<file path="src/rtl/ls_loop_ctrl.sv">
// ls_loop_ctrl: LQ/SQ loop-mode sequencer (capture, replay, drain, flush).
// Optional LOOP_ITER_LIMIT_EN forces an exit when iter_cnt reaches MAX_ITER.
module ls_loop_ctrl #(
    parameter int LQ_AW    = 5,
    parameter int SQ_AW    = 4,
    parameter int ITER_W   = 8,
    parameter int MAX_ITER = 200
) (
    input  logic              clk,
    input  logic              rst,
    input  logic              loop_strt,
    input  logic              fnsh_unrll,
    input  logic [LQ_AW-1:0]  lq_tail,
    input  logic [SQ_AW-1:0]  sq_tail,
    input  logic              iter_done,
    input  logic              loop_exit,
    input  logic              body_drained,
    input  logic              flsh,
    input  logic [LQ_AW-1:0]  mis_pred_ld_ptr,
    output logic              loop_mode,
    output logic [LQ_AW-1:0]  lq_loop_start,
    output logic [LQ_AW-1:0]  lq_loop_end,
    output logic [SQ_AW-1:0]  sq_loop_start,
    output logic [SQ_AW-1:0]  sq_loop_end,
    output logic              replay,
    output logic              flush_body,
    output logic              stll,
    output logic [ITER_W-1:0] iter_cnt,
    output logic              lim_hit
);
    typedef enum logic [2:0] {IDLE, CAPT, LOOP, DRAIN, ABORT} state_t;
    state_t state, nxt;
    logic rep_d, lim_d, inc_d, in_body, empty;
    logic [ITER_W-1:0] cnt_nxt;
    // Body window may wrap past the top of the LQ.
    assign in_body = (lq_loop_start <= lq_loop_end)
        ? (mis_pred_ld_ptr >= lq_loop_start && mis_pred_ld_ptr <= lq_loop_end)
        : (mis_pred_ld_ptr >= lq_loop_start || mis_pred_ld_ptr <= lq_loop_end);
    assign empty   = lq_tail == lq_loop_start && sq_tail == sq_loop_start;
    assign cnt_nxt = &iter_cnt ? iter_cnt : iter_cnt + 1'b1;
`ifndef LOOP_ITER_LIMIT_EN
    logic unused_max;
    assign unused_max = MAX_ITER > 0;
`endif
    always_comb begin
        nxt   = state;
        rep_d = 1'b0;
        lim_d = 1'b0;
        inc_d = 1'b0;
        case (state)
            IDLE: if (loop_strt) nxt = CAPT;
            CAPT: begin
                if (flsh) nxt = IDLE;
                else if (fnsh_unrll) nxt = empty ? IDLE : LOOP;
            end
            LOOP: begin
                if (flsh && in_body) nxt = ABORT;
                else begin
                    inc_d = iter_done;
                    if (loop_exit) nxt = DRAIN;
                    else if (iter_done) begin
`ifdef LOOP_ITER_LIMIT_EN
                        if (cnt_nxt == ITER_W'(MAX_ITER)) begin
                            nxt   = DRAIN;
                            lim_d = 1'b1;
                        end else rep_d = 1'b1;
`else
                        rep_d = 1'b1;
`endif
                    end
                end
            end
            DRAIN: begin
                if (flsh && in_body) nxt = ABORT;
                else if (body_drained) nxt = IDLE;
            end
            default: nxt = IDLE;
        endcase
    end
    always_ff @(posedge clk or negedge rst) begin
        if (!rst) begin
            state         <= IDLE;
            loop_mode     <= 1'b0;
            stll          <= 1'b0;
            replay        <= 1'b0;
            flush_body    <= 1'b0;
            lim_hit       <= 1'b0;
            iter_cnt      <= '0;
            lq_loop_start <= '0;
            lq_loop_end   <= '0;
            sq_loop_start <= '0;
            sq_loop_end   <= '0;
        end else begin
            state      <= nxt;
            loop_mode  <= nxt == LOOP || nxt == DRAIN;
            stll       <= nxt == LOOP;
            replay     <= rep_d;
            flush_body <= nxt == ABORT;
            lim_hit    <= lim_d;
            if (inc_d) iter_cnt <= cnt_nxt;
            if (state == IDLE && loop_strt) begin
                lq_loop_start <= lq_tail;
                sq_loop_start <= sq_tail;
                iter_cnt      <= '0;
            end
            if (state == CAPT && nxt == LOOP) begin
                lq_loop_end <= lq_tail - LQ_AW'(1);
                sq_loop_end <= sq_tail - SQ_AW'(1);
            end
            if (nxt == IDLE) begin
                lq_loop_start <= '0;
                lq_loop_end   <= '0;
                sq_loop_start <= '0;
                sq_loop_end   <= '0;
            end
        end
    end
endmodule

</file>
<file path="config.mk">
export PLATFORM = sky130hd
export DESIGN_NAME = ls_loop_ctrl
export DESIGN_NICKNAME = d
export VERILOG_FILES = /design/src/rtl/ls_loop_ctrl.sv
export SDC_FILE = /design/constraint.sdc
export NUM_CORES = 1
export LEC_CHECK = 0
export CORE_MARGIN = 2
export CORE_UTILIZATION = 44
export CTS_CLUSTER_DIAMETER = 150
export DETAILED_ROUTE_END_ITERATION = 8
export GPL_TIMING_DRIVEN = 0
export PLACE_DENSITY = 0.87
export SETUP_SLACK_MARGIN = 0.2
export SLEW_MARGIN = 0
export SYNTH_ARGS = -nofsm -noshare
export SYNTH_HDL_FRONTEND = slang
export SYNTH_SLANG_ARGS = --single-unit
</file>
<file path="constraint.sdc">
create_clock -name clk -period 2.23 [get_ports clk]
set_input_delay 0.446 -clock clk [delete_from_list [all_inputs] [get_ports clk]]
set_output_delay 0.446 -clock clk [all_outputs]
set_load 0.05 [all_outputs]
</file>
**Met2 routing**

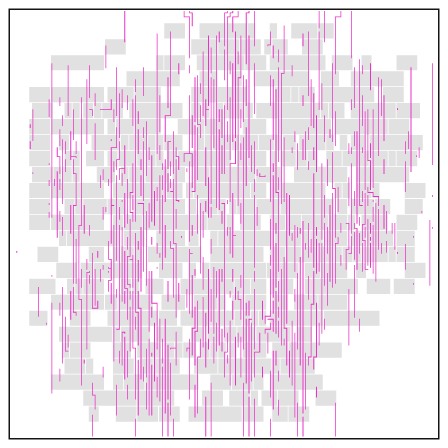
longest straight run: 36.0 um
nets with wire on the layer: 318
wire length on this layer: 3100 um
via count of the routed design: 2057
total routed wirelength: 6122 um

**M1 wires**

Supply wires on this layer in grey.
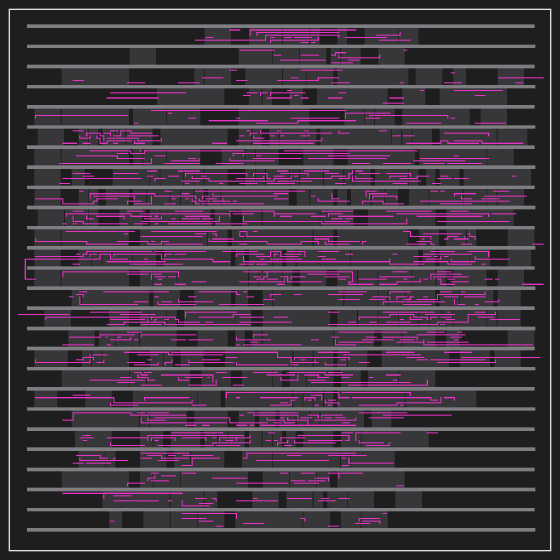
longest straight run: 26.2 um
nets with wire on the layer: 317
share of all routed wire: 42%
wire length on this layer: 2600 um
met1 routing resource usage after global routing: 27.14%

**Routing congestion map**

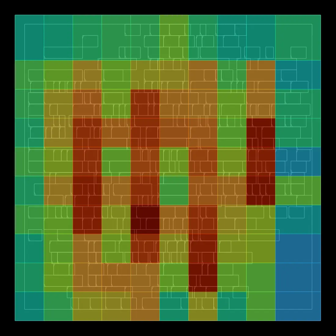
utilization after layout: 70.26%
GR Util met3: 4.144%
routing layer with the top usage in global route: met2
global-route usage over all layers: 22.48%

==> summary.log <==
qor: place.globalplace.congestion 0.8999
qor: logic_synthesis.syn_inst 227
qor: logic_synthesis.synth.yosys.chip_area 2090 um2
qor: final_timing.rsz0062_at_grt true
qor: final_timing.worst_clock_skew 4.328 ps
qor: clock_tree.cts.repair.resized 36
qor: place.placement.setup.worst_slack -981.2 ps
qor: logic_synthesis.ys_async_sr_fraction 100.0%
qor: route.drt_pass1_iterations 4
qor: layout.comb_share 43.10%
qor: final_timing.minimum_clock_period_after_layout 2437 ps
qor: worst_setup_path.ff2ff_path_depth 10
qor: clock_tree.cts_setup_buffers 23
qor: layout.area_dominant_class logic gates
qor: layout.non_clock_inverter_count 18
qor: logic_synthesis.synth_stat.cells 227
qor: place.placement.io_buffers 51
qor: logic_synthesis.synth_top_area_share 39.52%
qor: route.1st_iter_drt_viols 82
qor: run_status.failed_checks setup timing
qor: final_timing.finalSetupViolCount 27
qor: logic_synthesis.synth.cellmix.simpleShare 19.16%
qor: power.power_clock 473 uW
qor: final_timing.timing.slew.headroom 51.40%
qor: clock_tree.count_of_hold_fix_buffers_inserted_at_cts 0
qor: power.power.sequential.total 909 uW
qor: power.pg_comb 2970 uW
qor: logic_synthesis.synth_dominant_cell_count sky130_fd_sc_hd__dfrtp_1
qor: logic_synthesis.synth_top_flop_cell sky130_fd_sc_hd__dfrtp_1
qor: final_timing.post-route-period-util 109.3%
qor: floorplan.num_rows 25
qor: worst_setup_path.arrival 2650 ps
qor: worst_setup_path.end_kind flop
qor: layout.clock_buffers 7
qor: grt.groute.layer.met2.usage 39.90%
qor: final_timing.final-max-slew-violation-count 0
qor: worst_setup_path.worstReg2RegStart lq_loop_end[4]
qor: layout.clock_cell_area_share 2.637%
qor: final_timing.whs 205.4 ps
qor: logic_synthesis.synth-adder-area-share 10.78%
qor: layout.final_cell_area 3274 um2
qor: run_status.status finished, violations left
qor: worst_setup_path.path_max_fanout 5
qor: worst_setup_path.worstSetupEndpoint iter_cnt[0]
qor: place.placed_area 2736 um2
qor: grt.grt_overflow_total 0
qor: power.cellInternalPower 2322 uW
qor: route.drt-met1-wl 2600 um
qor: layout.diodes 0
qor: power.top_power_group combinational logic
qor: grt.grt_pass1_wl 9052 um
qor: worst_setup_path.crit_path_start mis_pred_ld_ptr[3]
qor: logic_synthesis.enable_flop_cells 0
qor: route.highest_layer met4
qor: grt.grt_pass1_vias 1990
qor: layout.flip_flop_and_latch_count 33
qor: worst_setup_path.timing.critical_path.slowest_cell_delay 370 ps
qor: hold_path.worstHoldPathType primary input to async pin
qor: logic_synthesis.logic_family simple AND/OR/NAND/NOR gates
qor: clock_tree.ctsHtreeMaxLevel 2
qor: floorplan.tapCellCount 54
qor: worst_setup_path.crit_family AND-OR/OR-AND gates
qor: final_timing.tns -4193 ps
qor: grt.grt_max_degree 34
qor: route.detailroute.wirelength.met3 264 um
qor: logic_synthesis.nets_at_floorplan 267
qor: layout.largest_reg_flops 8
qor: logic_synthesis.synthAoiAreaFrac 15.45%
qor: power.comb_power_share 68.2%
qor: floorplan.io_pins 53
qor: final_timing.final.setup.worst_slack -207.4 ps
qor: worst_setup_path.kind_of_critical_path primary input to flop
qor: job.maxcap_violations 0
qor: logic_synthesis.yosys-top-cells-area sky130_fd_sc_hd__dfrtp_1 40%, sky130_fd_sc_hd__ha_1 11%, sky130_fd_sc_hd__xnor2_1 5.9%, sky130_fd_sc_hd__nand2_1 5.7%, sky130_fd_sc_hd__a21oi_1 4.3%
qor: logic_synthesis.synth.avg_cell_area 9.205 um2
qor: place.numPlacedInstances 332
qor: logic_synthesis.share_of_synthesized_area_occupied_by_flip_flops_and_latches 39.52%
qor: final_timing.report.final.hold_viol_count 0
qor: job.tool_warnings 29
qor: worst_setup_path.critical_path.cell_chain clkdlybuf4s15_1 -> ha_4 -> nand4_4 -> o221a_1 -> a211o_1 -> a21o_1 -> buf_6 -> buf_4 -> or3_4 -> a21oi_2
qor: layout.buffers 87
qor: route.drc 0
qor: layout.multiInputCombCellCount 170
qor: power.report.power.total 4352 uW
qor: worst_setup_path.worst-path-buf-inv 3
qor: layout.seq_area_share 25.53%
qor: final_timing.tightestPinTransition 729.0 ps
qor: layout.layout_top_registers iter_cnt x8, lq_loop_end x5, lq_loop_start x5
qor: layout.nNetsFinal 355
No activity file was given, so power comes from the tool's default toggle rates.
